Figure 1. Placed standard cells.
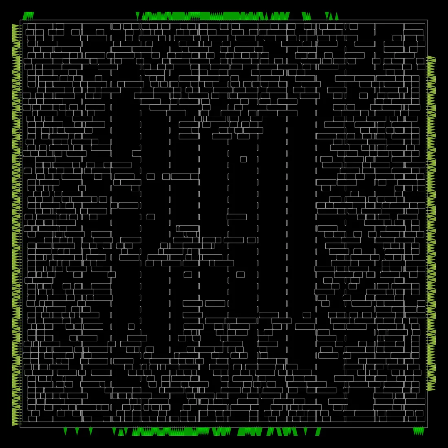
Figure 2. Cells by drive strength.
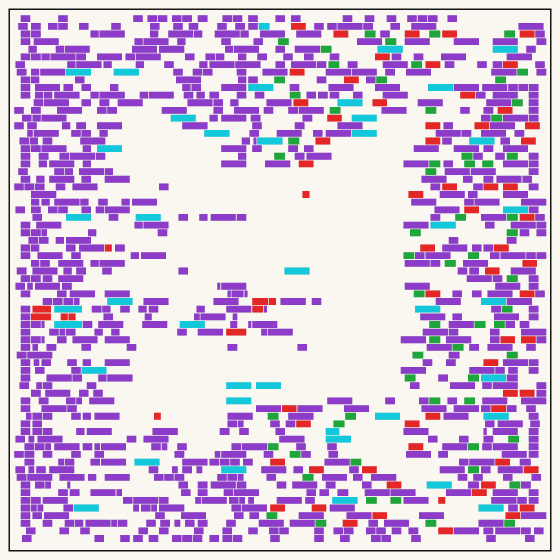
Figure 3. Placement by cell class.
Fill, decap, tap and diode cells in grey.
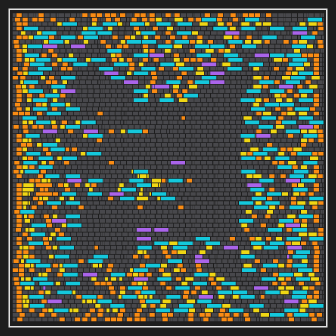
Figure 4. Metal layers overlaid.
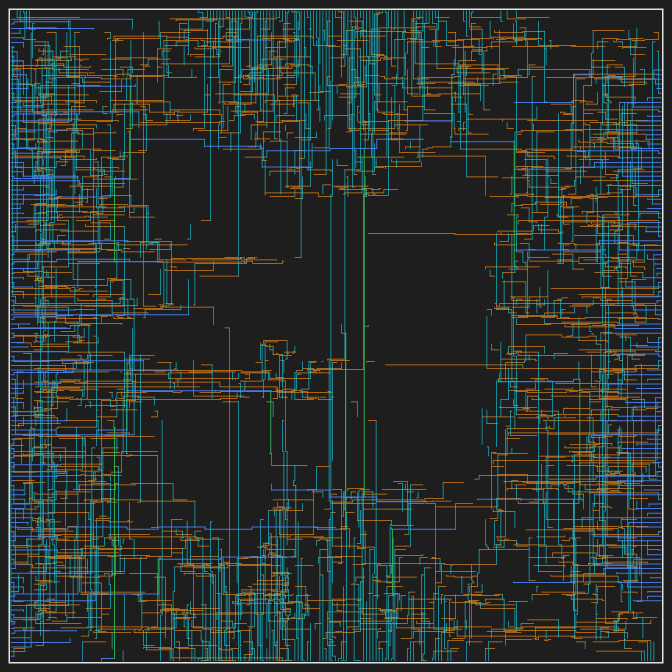
`src/rtl/mem_arb_pkg.sv`:
```
// Shared types and width defaults for the main-memory port arbiter.
package mem_arb_pkg;

  typedef enum logic [1:0] {IDLE, ACCESS, DONE} arb_state_t;
  typedef enum logic {REQ_IF, REQ_D} req_id_t;

  localparam int ADDR_W_DEF = 32;
  localparam int DATA_W_DEF = 64;

endpackage

```
`src/rtl/mem_port_arbiter_rr_pick2.sv`:
```
// Two-way round-robin picker: on a tie, the requester not served last wins.
module rr_pick2 (
  input  logic req_if,
  input  logic req_d,
  input  logic last_d,
  output logic valid,
  output logic pick_d
);

  assign valid  = req_if | req_d;
  assign pick_d = req_d & (~req_if | ~last_d);

endmodule

```
`src/rtl/mem_port_arbiter.sv`:
```
// Shares the single-port main memory between instruction fetch and load/store:
// grant pulse, MEM_LAT wait states, then a done pulse carrying read data.
module mem_port_arbiter
  import mem_arb_pkg::*;
#(
  parameter int MEM_LAT = 2,
  parameter int ADDR_W  = ADDR_W_DEF,
  parameter int DATA_W  = DATA_W_DEF
) (
  input  logic              clk,
  input  logic              reset,
  input  logic              if_req,
  input  logic [ADDR_W-1:0] if_addr,
  output logic              if_gnt,
  output logic              if_done,
  output logic [DATA_W-1:0] if_rdata,
  input  logic              d_req,
  input  logic              d_we,
  input  logic [ADDR_W-1:0] d_addr,
  input  logic [DATA_W-1:0] d_wdata,
  output logic              d_gnt,
  output logic              d_done,
  output logic [DATA_W-1:0] d_rdata,
  output logic [ADDR_W-1:0] mem_addr,
  output logic              mem_wr,
  output logic [DATA_W-1:0] mem_wdata,
  input  logic [DATA_W-1:0] mem_rdata
);

  localparam int              CNT_W    = $clog2(MEM_LAT) + 1;
  localparam logic [CNT_W-1:0] CNT_LAST = CNT_W'(MEM_LAT - 1);

  arb_state_t        r_state, w_state_nxt;
  req_id_t           r_win;
  logic              r_we, r_last_d;
  logic [CNT_W-1:0]  r_cnt;
  logic              r_if_gnt, r_d_gnt, r_if_done, r_d_done, r_mem_wr;
  logic [ADDR_W-1:0] r_mem_addr;
  logic [DATA_W-1:0] r_mem_wdata, r_if_rdata, r_d_rdata;
  logic              w_valid, w_pick_d, w_win, w_last;

  rr_pick2 u_pick (
    .req_if (if_req),
    .req_d  (d_req),
    .last_d (r_last_d),
    .valid  (w_valid),
    .pick_d (w_pick_d)
  );

  // IDLE and DONE are both arbitration points; ACCESS ignores all requests.
  assign w_win  = ((r_state == IDLE) || (r_state == DONE)) && w_valid;
  assign w_last = (r_state == ACCESS) && (r_cnt == CNT_LAST);

  always_ff @(posedge clk or posedge reset) begin
    if (reset) r_state <= IDLE;
    else       r_state <= w_state_nxt;
  end

  always_comb begin
    w_state_nxt = r_state;
    case (r_state)
      IDLE, DONE: w_state_nxt = w_valid ? ACCESS : IDLE;
      ACCESS:     if (w_last) w_state_nxt = DONE;
      default:    w_state_nxt = IDLE;
    endcase
  end

  always_ff @(posedge clk or posedge reset) begin
    if (reset) begin
      r_win       <= REQ_IF;
      r_we        <= 1'b0;
      r_last_d    <= 1'b0;
      r_cnt       <= '0;
      r_if_gnt    <= 1'b0;
      r_d_gnt     <= 1'b0;
      r_if_done   <= 1'b0;
      r_d_done    <= 1'b0;
      r_mem_wr    <= 1'b0;
      r_mem_addr  <= '0;
      r_mem_wdata <= '0;
      r_if_rdata  <= '0;
      r_d_rdata   <= '0;
    end else begin
      r_if_gnt  <= w_win & ~w_pick_d;
      r_d_gnt   <= w_win & w_pick_d;
      r_if_done <= w_last && (r_win == REQ_IF);
      r_d_done  <= w_last && (r_win == REQ_D);
      r_mem_wr  <= w_win & w_pick_d & d_we;
      r_cnt     <= (r_state == ACCESS) ? r_cnt + 1'b1 : '0;
      if (w_win) begin
        r_last_d    <= w_pick_d;
        r_win       <= w_pick_d ? REQ_D : REQ_IF;
        r_we        <= w_pick_d & d_we;
        r_mem_addr  <= w_pick_d ? d_addr : if_addr;
        r_mem_wdata <= w_pick_d ? d_wdata : '0;
      end
      // Read data is valid on the edge that closes the last wait state.
      if (w_last && !r_we) begin
        if (r_win == REQ_D) r_d_rdata  <= mem_rdata;
        else                r_if_rdata <= mem_rdata;
      end
    end
  end

  assign if_gnt    = r_if_gnt;
  assign d_gnt     = r_d_gnt;
  assign if_done   = r_if_done;
  assign d_done    = r_d_done;
  assign if_rdata  = r_if_rdata;
  assign d_rdata   = r_d_rdata;
  assign mem_addr  = r_mem_addr;
  assign mem_wr    = r_mem_wr;
  assign mem_wdata = r_mem_wdata;

endmodule

```
`config.mk`:
```
export PLATFORM = sky130hd
export DESIGN_NAME = mem_port_arbiter
export DESIGN_NICKNAME = d
export VERILOG_FILES = /design/src/rtl/mem_arb_pkg.sv /design/src/rtl/mem_port_arbiter_rr_pick2.sv /design/src/rtl/mem_port_arbiter.sv
export SDC_FILE = /design/constraint.sdc
export NUM_CORES = 1
export LEC_CHECK = 0
export CAP_MARGIN = 20
export CORE_UTILIZATION = 25
export CTS_CLUSTER_SIZE = 8
export DETAILED_ROUTE_END_ITERATION = 10
export PLACE_DENSITY = 0.52
export SYNTH_ARGS = -nofsm -noshare
export SYNTH_HDL_FRONTEND = slang
export SYNTH_SLANG_ARGS = --single-unit
```
`constraint.sdc`:
```
create_clock -name clk -period 19.4 [get_ports clk]
set_input_delay 4.85 -clock clk [delete_from_list [all_inputs] [get_ports clk]]
set_output_delay 4.85 -clock clk [all_outputs]
set_load 0.02 [all_outputs]
```
==> summary.txt <==
run metrics: Slew Limit Fails 0, endpoint class of the critical path flop, Post-synth regs 235, Syn. warnings 0, DRT iter0 DRCs 166, Power Dens Cells 185.1 nW/um2, total of max-cap violations 0, Layout area overhead 62.72%, top achievable clock speed 0.1535 GHz, final setup fails 0, maximum clock insertion buffer count 3, yosys stat chip area 9037 um2, share of layout cells above drive strength 1 17.83%, Clock transition at path regs 0.05 ns, CTS tree built, vias in the first global route 6886, outcome completed, Slew headroom 34.77%, worst slew pin tran 0.9784 ns, worst path required time 19.84 ns, pin count of the biggest net entering global routing 90, CTS Buf Count 35, Fin Setup TNS 0 ns, leading area contributor after synthesis dfrtp_1, post-detail-place hpwl 19560 um, initial antenna violation count 1, die height 192.1 um, Residual DRC 0, DR vias/cell 4.405, chip area 36910 um2, RSZ-0062 raised after global routing false, P_leak 6.410 nW, clk latency late pin 0.50 ns, worst hold path type reg -> reg, Root Driver clkbuf_16, worst r2r src r_cnt[0]$_DFF_PP0_, # hold bufs at CTS 0, most frequent cells in the layout 425 x clkdlybuf4s50_1, 235 x dfrtp_1, 65 x a22o_1, Min Hold Slack 0.4409 ns, H-tree depth 2, post-synth top area share 65.07%, Cell Type Count 24, I/O pin count 426, gpl congestion 0.7342, Top cells by area dfrtp_1 65%, mux2_4 10%, mux2_2 7.8%, a22o_1 6.3%, a221o_1 3.5%, global route overflow 0, register share after synthesis 65.07%, post-CTS setup buffers 0, crit start category primary input, OpenROAD warnings 26, CTS sink count 235, Commonest Layout Cell clkdlybuf4s50_1, Setup CP Type in -> reg, Final Hold Violation Tally 0, number of routed nets with antenna violations 0, Final nets 1181, cell count after synthesis 549, # Cells Yosys 549, minimum clock period 6.515 ns, syn nets 747, Power, Total 0.002722 W, final core occ 41.34%
Notes on Figure 1 above:
Core Rows: 69
# fillers: 3330
CORE AREA: 35570 um2
Layout Cells excl Fill: 1448
FFs & Latches: 235

Notes on Figure 2 above:
Key: purple = _0 and _1 cells [cells 811, share 82%]; red = _3 and _4 cells [cells 72, share 7.3%]; green = _2 cells [cells 63, share 6.4%]; cyan = _6 and larger [cells 41, share 4.2%]
Non-CTS buffers: 434
Worst Slack Setup Final: 12.89 ns

Notes on Figure 3 above:
Key: cyan = sequential cells [cells 235, share of their area 42%]; orange = remaining buffers and delay cells [cells 434, share of their area 31%]; yellow = combinational and other logic [cells 277, share of their area 21%]; purple = clock drivers and dummy loads [cells 41, share of their area 6.7%]

Notes on Figure 4 above:
Key: green = metal 4 [wire length 507 um]; cyan = metal 2 [wire length 13300 um]; orange = metal 1 [wire length 11500 um]; blue = metal 3 [wire length 2910 um]
DRT Wirelength: 28200 um
wire length per cell: 19.48 um
total track usage: 14.83%
Vias: 6379

[report_power, final]
group          switching (W)  internal, W  leakage [nW]
combinational       0.000601     0.000704          3.06
sequential          0.000139     0.000734          2.88
clock               0.000207     0.000338         0.467
total               0.000947      0.00178          6.41
[state kept, by name, summed over array words and instances (netlist names), 2 cells and up]
register / cells
d_rdata: 64
if_rdata: 64
mem_addr: 32
mem_wdata: 64
r_cnt: 2
r_state: 2
[routing by layer]
metal | vias up | GRT usage, % | share of wire [%] | routed length (um)
li1 | 2877 | - | - | -
met1 | 3152 | 17.85 | 41 | 11490
met2 | 309 | 24.32 | 47 | 13300
met3 | 41 | 5.847 | 10 | 2912
met4 | 0 | 4.331 | 1.8 | 506
met5 | - | 0 | 0 | 0
[worst max-delay path: stages]
cell             delay (ns)
clkdlybuf4s50_1        0.51
o21bai_4               0.54
buf_16                 0.24
buf_4                  0.48
and2_1                 0.21
a221o_1                0.11
[kinds of logic after synthesis]
| logic type | share of synthesized area [%] |
|---|---|
| DFF | 65.07 |
| buffers and inverters | 2.990 |
| and+or+nand+nor | 3.060 |
| adders and majority gates | 0.1384 |
| muxes | 18.44 |
| AOI/OAI and AO/OA | 10.30 |
[through the flow]
stage	instance area, um2	instances
final	14710	1448
after global routing	14710	1448
after CTS	14710	1448
after detailed placement	13750	1407
after global placement	13700	1405
after floorplan	9037	549
[area by class of cell]
cell class	count	area (um2)
fill	3330	20860
sequential	235	5881
timing repair buffer	434	4362
multi-input combinational	272	2909
clock buffer	41	950.9
tap	461	576.8
inverter	5	26.28
[synth_stat cells]
library cell    n
mux2_4         60
inv_1           5
and2_1         34
a211oi_1        1
buf_1           4
ha_1            1
a22o_1         65
buf_2           6
buf_12          6
or3b_1          1
o21ai_0         1
clkbuf_1       20
o211a_1         1
nor3_4          1
nand3b_4        1
mux2_1          5
or2b_1          1
buf_6           1
dfrtp_1       235
o21bai_2        1
mux2_2         63
a221o_1        32
nor2_1          3
a21o_1          1
[final timing paths]
check	endpoint	slack, ns	depth (start not counted)
worst max-delay path	mem_addr[26]$_DFFE_PP0P_	12.89	6
worst min-delay path	r_cnt[0]$_DFF_PP0_	0.44	1
worst max register to register	d_rdata[62]$_DFFE_PP0P_	16.79	5
worst min register to register	r_cnt[0]$_DFF_PP0_	0.44	1
max in group asynchronous	mem_wdata[22]$_DFFE_PP0P_	13.06	3
min in group asynchronous	d_rdata[13]$_DFFE_PP0P_	4.84	2
Power figures rest on the tool's default switching activity, not on a simulated workload.
